**src/rtl/weight_load_pkg.sv**
```systemverilog
// Shared definitions for the weight-load sequencer: per-layer geometry,
// FSM encodings and the layer base-address helper.
package weight_load_pkg;

    localparam int unsigned NUM_LAYERS = 6;
    localparam int unsigned LAYER_W    = 3;

    typedef struct packed {
        logic [8:0] kernel_words;
        logic [5:0] banks;
        logic [3:0] bias_words;
    } layer_cfg_t;

    typedef logic [2:0] state_t;

    localparam state_t S_IDLE   = 3'd0;
    localparam state_t S_KERNEL = 3'd1;
    localparam state_t S_BIAS   = 3'd2;
    localparam state_t S_SCALE  = 3'd3;
    localparam state_t S_FIN    = 3'd4;

    // Layer 0 is conv1, 1..4 are conv2..conv5, 5 is the fully connected layer.
    function automatic layer_cfg_t layer_cfg(input logic [LAYER_W-1:0] idx);
        layer_cfg_t c;
        case (idx)
            3'd0:    c = '{kernel_words: 9'd54,  banks: 6'd6,  bias_words: 4'd8};
            3'd5:    c = '{kernel_words: 9'd64,  banks: 6'd2,  bias_words: 4'd1};
            default: c = '{kernel_words: 9'd288, banks: 6'd32, bias_words: 4'd8};
        endcase
        return c;
    endfunction

    // Offset of a layer's first row from the weight base: the sum of the
    // address spans (rows + biases + scale) of every earlier layer.
    function automatic logic [15:0] layer_base_off(input logic [LAYER_W-1:0] idx);
        logic [15:0] off;
        layer_cfg_t  c;
        off = '0;
        for (int unsigned l = 0; l < NUM_LAYERS; l++) begin
            c = layer_cfg(LAYER_W'(l));
            if (LAYER_W'(l) < idx)
                off = off + 16'(c.kernel_words / 9'(c.banks)) + 16'(c.bias_words) + 16'd1;
        end
        return off;
    endfunction

endpackage

```
**src/rtl/weight_load_ctrl_if.sv**
```systemverilog
// Source handshake plus model weight-port bus; the controller takes the
// slave side, the source/model environment the master side.
interface weight_load_ctrl_if #(
    parameter int unsigned pWEIGHT_DATA_WIDTH = 64,
    parameter int unsigned pADDR_WIDTH        = 32
);
    logic                          s_valid;
    logic [pWEIGHT_DATA_WIDTH-1:0] s_data;
    logic                          s_ready;
    logic                          load_weight;
    logic [pADDR_WIDTH-1:0]        weight_addr;
    logic [pWEIGHT_DATA_WIDTH-1:0] weight_data;

    modport master (
        output s_valid, s_data,
        input  s_ready, load_weight, weight_addr, weight_data
    );

    modport slave (
        input  s_valid, s_data,
        output s_ready, load_weight, weight_addr, weight_data
    );
endinterface

```
**src/rtl/weight_addr_gen.sv**
```systemverilog
// Per-layer bank/row/item counters producing the bank-interleaved write
// address for the current word of one layer.
module weight_addr_gen
    import weight_load_pkg::*;
#(
    parameter int unsigned pADDR_WIDTH = 32
) (
    input  logic                   clk,
    input  logic                   rst,
    input  logic                   clr,
    input  layer_cfg_t             cfg,
    input  logic [pADDR_WIDTH-1:0] base,
    input  logic                   adv,
    output logic [pADDR_WIDTH-1:0] addr,
    output logic                   phase_last
);
    logic [5:0] bank_cnt;
    logic [8:0] row_cnt;
    logic [8:0] item_cnt;
    logic [8:0] kb_end;
    logic       in_kernel;
    logic       layer_last;

    // row_cnt keeps counting through bias and scale words, so the address
    // is always base + row_cnt and no divider is needed.
    always_comb begin
        kb_end     = cfg.kernel_words + 9'(cfg.bias_words);
        in_kernel  = item_cnt < cfg.kernel_words;
        layer_last = item_cnt == kb_end;
        phase_last = (item_cnt == cfg.kernel_words - 9'd1) ||
                     (item_cnt == kb_end - 9'd1) || layer_last;
        addr       = base + pADDR_WIDTH'(row_cnt);
    end

    always_ff @(posedge clk) begin
        if (rst || clr || (adv && layer_last)) begin
            bank_cnt <= '0;
            row_cnt  <= '0;
            item_cnt <= '0;
        end else if (adv) begin
            item_cnt <= item_cnt + 9'd1;
            if (!in_kernel) begin
                row_cnt <= row_cnt + 9'd1;
            end else if (bank_cnt == cfg.banks - 6'd1) begin
                bank_cnt <= '0;
                row_cnt  <= row_cnt + 9'd1;
            end else begin
                bank_cnt <= bank_cnt + 6'd1;
            end
        end
    end

endmodule

```
**src/rtl/weight_load_ctrl.sv**
```systemverilog
// Streams the packed weight image from a valid/ready source into the model
// weight port. Optional running-XOR check under WEIGHT_LOAD_CHECKSUM_EN.
module weight_load_ctrl
    import weight_load_pkg::*;
#(
    parameter int unsigned            pWEIGHT_DATA_WIDTH = 64,
    parameter int unsigned            pADDR_WIDTH        = 32,
    parameter logic [pADDR_WIDTH-1:0] pWEIGHT_BASE_ADDR  = '0
) (
    input  logic              clk,
    input  logic              rst,
    input  logic              start,
`ifdef WEIGHT_LOAD_CHECKSUM_EN
    input  logic [63:0]       exp_checksum,
    output logic [63:0]       checksum,
    output logic              checksum_err,
`endif
    output logic              busy,
    output logic              done,
    weight_load_ctrl_if.slave wl
);
    state_t                 state;
    logic [LAYER_W-1:0]     layer_idx;
    layer_cfg_t             cfg;
    logic [pADDR_WIDTH-1:0] base;
    logic [pADDR_WIDTH-1:0] gen_addr;
    logic                   phase_last;
    logic                   accept;
    logic                   launch;

    always_comb begin
        cfg        = layer_cfg(layer_idx);
        base       = pWEIGHT_BASE_ADDR + pADDR_WIDTH'(layer_base_off(layer_idx));
        wl.s_ready = (state == S_KERNEL) || (state == S_BIAS) || (state == S_SCALE);
        accept     = wl.s_valid && wl.s_ready;
        launch     = start && (state == S_IDLE);
    end

    weight_addr_gen #(
        .pADDR_WIDTH(pADDR_WIDTH)
    ) u_addr_gen (
        .clk        (clk),
        .rst        (rst),
        .clr        (launch),
        .cfg        (cfg),
        .base       (base),
        .adv        (accept),
        .addr       (gen_addr),
        .phase_last (phase_last)
    );

    // done is registered off FIN so it trails the final strobe by one cycle;
    // busy falls on the same edge.
    always_ff @(posedge clk) begin
        if (rst) begin
            state          <= S_IDLE;
            layer_idx      <= '0;
            busy           <= 1'b0;
            done           <= 1'b0;
            wl.load_weight <= 1'b0;
            wl.weight_addr <= '0;
            wl.weight_data <= '0;
        end else begin
            done           <= (state == S_FIN);
            wl.load_weight <= accept;
            if (accept) begin
                wl.weight_addr <= gen_addr;
                wl.weight_data <= wl.s_data;
            end
            case (state)
                S_IDLE: begin
                    if (start) begin
                        state     <= S_KERNEL;
                        layer_idx <= '0;
                        busy      <= 1'b1;
                    end
                end
                S_KERNEL: if (accept && phase_last) state <= S_BIAS;
                S_BIAS:   if (accept && phase_last) state <= S_SCALE;
                S_SCALE: begin
                    if (accept) begin
                        if (layer_idx == LAYER_W'(NUM_LAYERS - 1)) begin
                            state <= S_FIN;
                        end else begin
                            layer_idx <= layer_idx + 3'd1;
                            state     <= S_KERNEL;
                        end
                    end
                end
                S_FIN: begin
                    state <= S_IDLE;
                    busy  <= 1'b0;
                end
                default: state <= S_IDLE;
            endcase
        end
    end

`ifdef WEIGHT_LOAD_CHECKSUM_EN
    always_ff @(posedge clk) begin
        if (rst || launch) begin
            checksum     <= '0;
            checksum_err <= 1'b0;
        end else begin
            if (accept)
                checksum <= checksum ^ 64'(wl.s_data);
            if (state == S_FIN)
                checksum_err <= (checksum != exp_checksum);
        end
    end
`endif

endmodule

```
**src/flat_wrapper.sv**
```systemverilog
// flat-port wrapper written by rule: the top's interface ports become plain ports
module weight_load_ctrl_flat import weight_load_pkg::*;
#(
    parameter int unsigned            pWEIGHT_DATA_WIDTH = 64,
    parameter int unsigned            pADDR_WIDTH        = 32,
    parameter logic [pADDR_WIDTH-1:0] pWEIGHT_BASE_ADDR  = '0
)
  (clk, rst, start, busy, done, wl_s_valid, wl_s_data, wl_s_ready, wl_load_weight, wl_weight_addr, wl_weight_data);
  weight_load_ctrl_if #(.pWEIGHT_DATA_WIDTH(pWEIGHT_DATA_WIDTH), .pADDR_WIDTH(pADDR_WIDTH)) wl_i ();
  input  logic clk;
  input  logic rst;
  input  logic start;
  output logic busy;
  output logic done;
  input wire logic [$bits(wl_i.s_valid)-1:0] wl_s_valid;
  input wire logic [$bits(wl_i.s_data)-1:0] wl_s_data;
  output wire logic [$bits(wl_i.s_ready)-1:0] wl_s_ready;
  output wire logic [$bits(wl_i.load_weight)-1:0] wl_load_weight;
  output wire logic [$bits(wl_i.weight_addr)-1:0] wl_weight_addr;
  output wire logic [$bits(wl_i.weight_data)-1:0] wl_weight_data;
  assign wl_i.s_valid = wl_s_valid;
  assign wl_i.s_data = wl_s_data;
  assign wl_s_ready = wl_i.s_ready;
  assign wl_load_weight = wl_i.load_weight;
  assign wl_weight_addr = wl_i.weight_addr;
  assign wl_weight_data = wl_i.weight_data;
  weight_load_ctrl #(.pWEIGHT_DATA_WIDTH(pWEIGHT_DATA_WIDTH), .pADDR_WIDTH(pADDR_WIDTH), .pWEIGHT_BASE_ADDR(pWEIGHT_BASE_ADDR)) u_core (.clk(clk), .rst(rst), .start(start), .busy(busy), .done(done), .wl(wl_i));
endmodule
```
**config.mk**
```make
export PLATFORM = sky130hd
export DESIGN_NAME = weight_load_ctrl_flat
export DESIGN_NICKNAME = d
export VERILOG_FILES = /design/src/rtl/weight_load_pkg.sv /design/src/rtl/weight_load_ctrl_if.sv /design/src/rtl/weight_addr_gen.sv /design/src/rtl/weight_load_ctrl.sv /design/src/flat_wrapper.sv
export SDC_FILE = /design/constraint.sdc
export NUM_CORES = 1
export LEC_CHECK = 0
export ABC_AREA = 1
export ABC_CLOCK_PERIOD_IN_PS = 2950
export CAP_MARGIN = 20
export CORE_UTILIZATION = 42
export DETAILED_ROUTE_END_ITERATION = 12
export PLACE_DENSITY = 0.79
export SLEW_MARGIN = 20
export SYNTH_ARGS = -nofsm -noshare
export SYNTH_HDL_FRONTEND = slang
export SYNTH_SLANG_ARGS = --single-unit
export TNS_END_PERCENT = 30
```
**constraint.sdc**
```tcl
create_clock -name clk -period 2.95 [get_ports clk]
set_clock_uncertainty 0.15 [all_clocks]
set_input_delay 0.59 -clock clk [delete_from_list [all_inputs] [get_ports clk]]
set_output_delay 0.59 -clock clk [all_outputs]
set_load 0.02 [all_outputs]
```
==> run_results.csv <==
group,metric,value,unit
critical_path,timing.critical_path.cells,"inv_2 > ha_2 > inv_1 > nor2_2 > inv_2 > ha_2 > inv_2 > nand3_4 > ha_4 > inv_1 > nor2_1 > nor3_1 > nor2_1 > o21ai_2 > nand3_2 > nand2_4 > inv_1 > nor2_1 > nor2_1",
detailed_routing,wl_met3,792,µm
timing,finalMaxSlewViolations,0,
synth,yosysSeqAreaShare,40.4,%
final_layout,area.combinational,2760,µm²
power_and_ir_drop,p_comb,0.00224,W
final_layout,n_antenna_cell,0,
critical_path,cp-startpoint,"u_core.layer_idx[0]",
run,max_cap_viol_count,0,
clock_network,clock-root-buffer,"sky130_fd_sc_hd__clkbuf_16",
final_layout,clockNetworkAreaShare,3.86,%
synth,synth.yosys.warnings,0,
clock_network,htree_levels,3,
global_routing,grt_util_met2,32.9,%
placed_design,port-buffer-count,146,
run_status,status,"complete, no violations",
final_layout,inverters,57,
critical_path,required,3050,ps
detailed_routing,wl_met1,6.06,mm
critical_path,worst_r2r_path_depth,19,
hold_path,timing.hold.worst_endpoint,"u_core.wl.weight_addr[10]",
final_layout,area_growth_syn_to_layout,38.2,%
detailed_routing,drt-pass1-iter-count,5,
final_layout,biggestCellCategory,"multi-input combinational cells",
timing,timing.hold.ws,313,ps
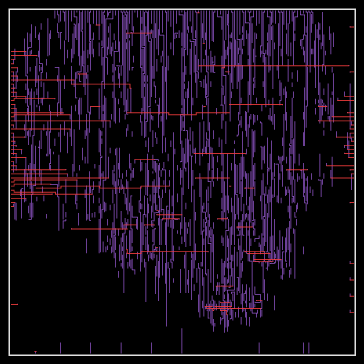
wires.png
Drawn at 3 px/µm. Only two layers are drawn.
colour	layer	wire length
red	metal 3	792 µm
purple	metal 2	6750 µm
vias after detailed routing: 5009
post-detailed-routing wire length: 13.9 mm

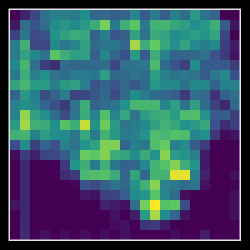
metal_density.png
Drawn at 2 px/µm. 23 x 23 tiles, from dark purple (low) to yellow (high), scaled to the fullest tile. Values are wire area over tile area, all layers added.
nearly empty tiles	19%
densest ninth of the die	centre
emptiest ninth of the die	lower left
per-cell routed wire length: 13.3 µm
All-Layer GR Usage: 20.2%

